### Placement view

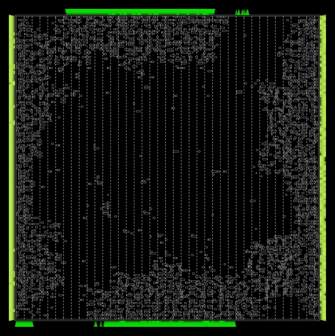
### The metal 3 layer

Drawn at 1 px/µm. Cells faint in the background.
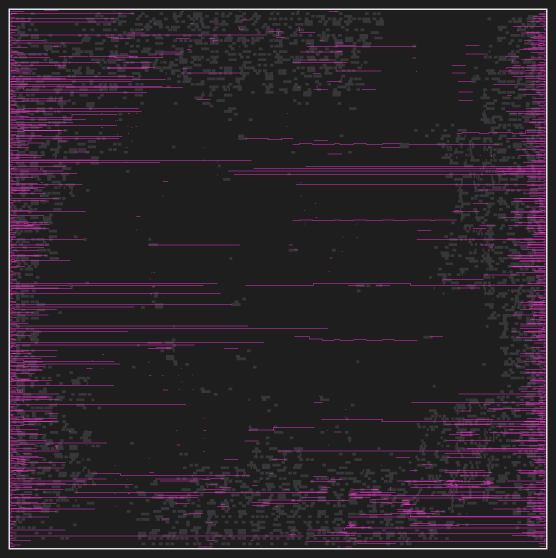
## config.mk

```make
export PLATFORM = sky130hd
export DESIGN_NAME = operand_read_stage
export DESIGN_NICKNAME = d
export VERILOG_FILES = /design/src/rtl/operand_read_stage.sv
export SDC_FILE = /design/constraint.sdc
export NUM_CORES = 2
export LEC_CHECK = 0
export ABC_CLOCK_PERIOD_IN_PS = 5600
export CELL_PAD_IN_SITES_DETAIL_PLACEMENT = 1
export CELL_PAD_IN_SITES_GLOBAL_PLACEMENT = 1
export CORE_AREA = 2 2 534 536
export DETAILED_ROUTE_END_ITERATION = 10
export DIE_AREA = 0 0 536 538
export MAX_ROUTING_LAYER = met4
export PLACE_DENSITY = 0.42
export SYNTH_ARGS = -nofsm -noshare
export SYNTH_HDL_FRONTEND = slang
export SYNTH_SLANG_ARGS = --single-unit
export TNS_END_PERCENT = 10
```

## constraint.sdc

```tcl
create_clock -name clk -period 5.6 [get_ports clk]
set_input_delay 1.4 -clock clk [delete_from_list [all_inputs] [get_ports clk]]
set_output_delay 1.4 -clock clk [all_outputs]
set_load 0.02 [all_outputs]
```

## src/rtl/operand_read_stage.sv

```systemverilog
// operand_read_stage
// ------------------
// Register-read stage between decode and execute. Reads rs1/rs2 from the
// architectural register file and keeps a 32-entry busy scoreboard of
// in-flight destinations. Writeback clears busy bits. The stage stalls on
// RAW and WAW hazards. The operand bundle to execute is registered.
//
// Configuration macro: OPREAD_WB_BYPASS_EN
//   defined   : a writeback that hits a busy source in the same cycle removes
//               the hazard, and its wb_wdata is forwarded as the operand.
//   undefined : that source stalls one more cycle and then reads regfile.
//   In both builds, a same-cycle writeback to in_rd removes the WAW hazard.
//
// Ports
//   clk, rst_n                   clock, asynchronous active-low reset
//   in_valid / in_ready          decode handshake (in_ready is combinational)
//   in_pc, in_inst, in_inst_id   passthrough fields
//   in_rs1/2, in_rs1/2_use       source indices and read enables
//   in_rd, in_rf_wen             destination
//   regfile                      architectural registers from writeback
//   wb_valid, wb_rf_wen,
//   wb_reg_addr, wb_wdata        value writeback commits at this posedge
//   out_valid / out_ready        execute handshake
//   out_*                        registered bundle
//   busy_mask                    scoreboard, bit 0 always 0
//   stall_count                  saturating count of hazard-stall cycles
//
// Handshakes: a transfer happens on a cycle where valid & ready are both high
// at the posedge. A producer holds valid and its data stable until then.
module operand_read_stage #(
  parameter int STALL_CNT_W = 32,
  parameter int XLEN        = 32,
  parameter int ADDR_W      = 32,
  parameter int INST_W      = 32,
  parameter int IID_W       = 8
) (
  input  logic                       clk,
  input  logic                       rst_n,
  input  logic                       in_valid,
  output logic                       in_ready,
  input  logic [ADDR_W-1:0]          in_pc,
  input  logic [INST_W-1:0]          in_inst,
  input  logic [IID_W-1:0]           in_inst_id,
  input  logic [4:0]                 in_rs1,
  input  logic [4:0]                 in_rs2,
  input  logic                       in_rs1_use,
  input  logic                       in_rs2_use,
  input  logic [4:0]                 in_rd,
  input  logic                       in_rf_wen,
  input  logic [31:0][XLEN-1:0]      regfile,
  input  logic                       wb_valid,
  input  logic                       wb_rf_wen,
  input  logic [4:0]                 wb_reg_addr,
  input  logic [XLEN-1:0]            wb_wdata,
  output logic                       out_valid,
  input  logic                       out_ready,
  output logic [ADDR_W-1:0]          out_pc,
  output logic [INST_W-1:0]          out_inst,
  output logic [IID_W-1:0]           out_inst_id,
  output logic [4:0]                 out_rd,
  output logic                       out_rf_wen,
  output logic [XLEN-1:0]            out_rs1_data,
  output logic [XLEN-1:0]            out_rs2_data,
  output logic [31:0]                busy_mask,
  output logic [STALL_CNT_W-1:0]     stall_count
);

  logic                   out_valid_q, out_valid_d;
  logic [ADDR_W-1:0]      out_pc_q, out_pc_d;
  logic [INST_W-1:0]      out_inst_q, out_inst_d;
  logic [IID_W-1:0]       out_inst_id_q, out_inst_id_d;
  logic [4:0]             out_rd_q, out_rd_d;
  logic                   out_rf_wen_q, out_rf_wen_d;
  logic [XLEN-1:0]        out_rs1_data_q, out_rs1_data_d;
  logic [XLEN-1:0]        out_rs2_data_q, out_rs2_data_d;
  logic [31:0]            busy_q, busy_d;
  logic [STALL_CNT_W-1:0] stall_count_q, stall_count_d;

  logic [31:0]            wb_clr;
  logic                   byp_rs1, byp_rs2;
  logic                   hz_rs1, hz_rs2, waw;
  logic                   fire;
  logic [XLEN-1:0]        rs1_data, rs2_data;

  // Per-register clear from writeback. x0 is never tracked.
  always_comb begin
    wb_clr = '0;
    for (int r = 1; r < 32; r++) begin
      wb_clr[r] = wb_valid & wb_rf_wen & (wb_reg_addr == 5'(r));
    end
  end

`ifdef OPREAD_WB_BYPASS_EN
  assign byp_rs1 = wb_clr[in_rs1];
  assign byp_rs2 = wb_clr[in_rs2];
`else
  assign byp_rs1 = 1'b0;
  assign byp_rs2 = 1'b0;
`endif

  assign hz_rs1 = in_rs1_use & (in_rs1 != 5'd0) & busy_q[in_rs1] & ~byp_rs1;
  assign hz_rs2 = in_rs2_use & (in_rs2 != 5'd0) & busy_q[in_rs2] & ~byp_rs2;
  // A writeback retiring the old producer of in_rd this cycle removes the
  // WAW conflict in both builds. The new producer then re-sets the bit.
  assign waw    = in_rf_wen & (in_rd != 5'd0) & busy_q[in_rd] & ~wb_clr[in_rd];

  assign in_ready = (~out_valid_q | out_ready) & ~hz_rs1 & ~hz_rs2 & ~waw;
  assign fire     = in_valid & in_ready;

  always_comb begin
    rs1_data = regfile[in_rs1];
    if (!in_rs1_use || in_rs1 == 5'd0) rs1_data = '0;
    else if (byp_rs1)                  rs1_data = wb_wdata;
    rs2_data = regfile[in_rs2];
    if (!in_rs2_use || in_rs2 == 5'd0) rs2_data = '0;
    else if (byp_rs2)                  rs2_data = wb_wdata;
  end

  always_comb begin
    out_valid_d    = out_valid_q;
    out_pc_d       = out_pc_q;
    out_inst_d     = out_inst_q;
    out_inst_id_d  = out_inst_id_q;
    out_rd_d       = out_rd_q;
    out_rf_wen_d   = out_rf_wen_q;
    out_rs1_data_d = out_rs1_data_q;
    out_rs2_data_d = out_rs2_data_q;
    if (fire) begin
      out_valid_d    = 1'b1;
      out_pc_d       = in_pc;
      out_inst_d     = in_inst;
      out_inst_id_d  = in_inst_id;
      out_rd_d       = in_rd;
      out_rf_wen_d   = in_rf_wen;
      out_rs1_data_d = rs1_data;
      out_rs2_data_d = rs2_data;
    end else if (out_ready) begin
      out_valid_d = 1'b0;
    end

    // Clear first, then set, so a new producer wins over a retiring one.
    busy_d = busy_q & ~wb_clr;
    if (fire && in_rf_wen && in_rd != 5'd0) busy_d[in_rd] = 1'b1;
    busy_d[0] = 1'b0;

    // Only hazard stalls count. Backpressure-only stalls do not.
    stall_count_d = stall_count_q;
    if (in_valid && (hz_rs1 || hz_rs2 || waw) && stall_count_q != '1)
      stall_count_d = stall_count_q + 1'b1;
  end

  always_ff @(posedge clk or negedge rst_n) begin
    if (!rst_n) begin
      out_valid_q    <= 1'b0;
      out_pc_q       <= '0;
      out_inst_q     <= '0;
      out_inst_id_q  <= '0;
      out_rd_q       <= '0;
      out_rf_wen_q   <= 1'b0;
      out_rs1_data_q <= '0;
      out_rs2_data_q <= '0;
      busy_q         <= '0;
      stall_count_q  <= '0;
    end else begin
      out_valid_q    <= out_valid_d;
      out_pc_q       <= out_pc_d;
      out_inst_q     <= out_inst_d;
      out_inst_id_q  <= out_inst_id_d;
      out_rd_q       <= out_rd_d;
      out_rf_wen_q   <= out_rf_wen_d;
      out_rs1_data_q <= out_rs1_data_d;
      out_rs2_data_q <= out_rs2_data_d;
      busy_q         <= busy_d;
      stall_count_q  <= stall_count_d;
    end
  end

  assign out_valid    = out_valid_q;
  assign out_pc       = out_pc_q;
  assign out_inst     = out_inst_q;
  assign out_inst_id  = out_inst_id_q;
  assign out_rd       = out_rd_q;
  assign out_rf_wen   = out_rf_wen_q;
  assign out_rs1_data = out_rs1_data_q;
  assign out_rs2_data = out_rs2_data_q;
  assign busy_mask    = busy_q;
  assign stall_count  = stall_count_q;

endmodule

```

==> reports/qor.csv <==
stage;metric;value;unit
global_route;met1_usage;18.3;%
clocking;cts_buffers;35;
final_layout;nonClkBufAreaFrac;31.7;%
routing;met3_length;26.0;mm
routing;firstDrtPassIters;4;
logic_synthesis;yosysTopAreaCellShare;58.2;%
logic_synthesis;compound_area_share;2.39;%
final_timing;finalClockPeriodUsage;96.2;%
final_layout;flop_area;5150;µm²
global_route;antenna_found_initial;202;
final_layout;fillerInstances;32191;
setup_path;max_stage_delay;0.52;ns
final_timing;setup_ws;0.214;ns
routing;ant_nets;0;
global_route;grt_max_degree;92;
clocking;cts_tree;done;
logic_synthesis;yosysTopAreaCell;mux4_2;
global_route;met3_usage;7.29;%
logic_synthesis;area_leaders;mux4_2 58%, dfrtp_1 20%, mux2_2 4.7%;
placed_design;dp.final_hpwl;200;mm
final_layout;drive_gt1_share;31.6;%
floorplan;fp-utilization;8.90;%
logic_synthesis;ys_sh_simple;4.24;%
run_status;outcome;complete, no violations;
global_route;grt_pass1_wl;295;mm
floorplan;chipArea;288000;µm²
setup_path;crit_arrival;3.99;ns
final_layout;logic_gate_count;1225;
setup_path;r2r_setup_slack;1.78;ns
setup_path;cp_data_required_time;4.20;ns
clocking;ctsRootBufferMaster;clkbuf_16;
logic_synthesis;topCombFamilyByArea;multiplexers;
final_layout;fin_cells;6777;
global_route;gr-total-overflow;0;
logic_synthesis;syn_avg_cell_area;15.4;µm²
floorplan;io_pins;1365;
logic_synthesis;mux_share;68.2;%
final_timing;finalMaxSlewViolations;0;
global_route;grt_use_met2;26.3;%
logic_synthesis;async_flop_share;100;%
routing;wl_met2;112;mm
routing;vias_per_cell;3.69;
final_layout;final_area;44700;µm²
power;powerClk;0.00243;W
global_route;grt_pass1_vias;26502;
setup_path;cp-start-kind;input pin;
final_layout;layout_top_cells;1319 x clkdlybuf4s50_1, 652 x mux4_2, 206 x dfrtp_1;
final_timing;setup_viol;0;
setup_path;path_delay_family;buffers and inverters;
logic_synthesis;synth_cells;1632;
floorplan;die-height;538;µm
global_route;grt.busiest_layer;met2;
final_layout;clkbuf_count;48;
logic_synthesis;synthXorXnorAreaFrac;1.18;%
final_layout;design.seq.count;206;
final_layout;biggestCellCategory;logic gates;
min_path;hold_path.class;reg -> reg;
About 'Placement view':
Cell Rows: 196
core area: 283000 µm²
post-layout util: 15.8%
# Taps: 3762

About 'The metal 3 layer':
The layer carries 26.0 mm of wire. 1001 nets have wire on it. The layer holds 11% of the routed length.

Power figures rest on the tool's default switching activity, not on a simulated workload.
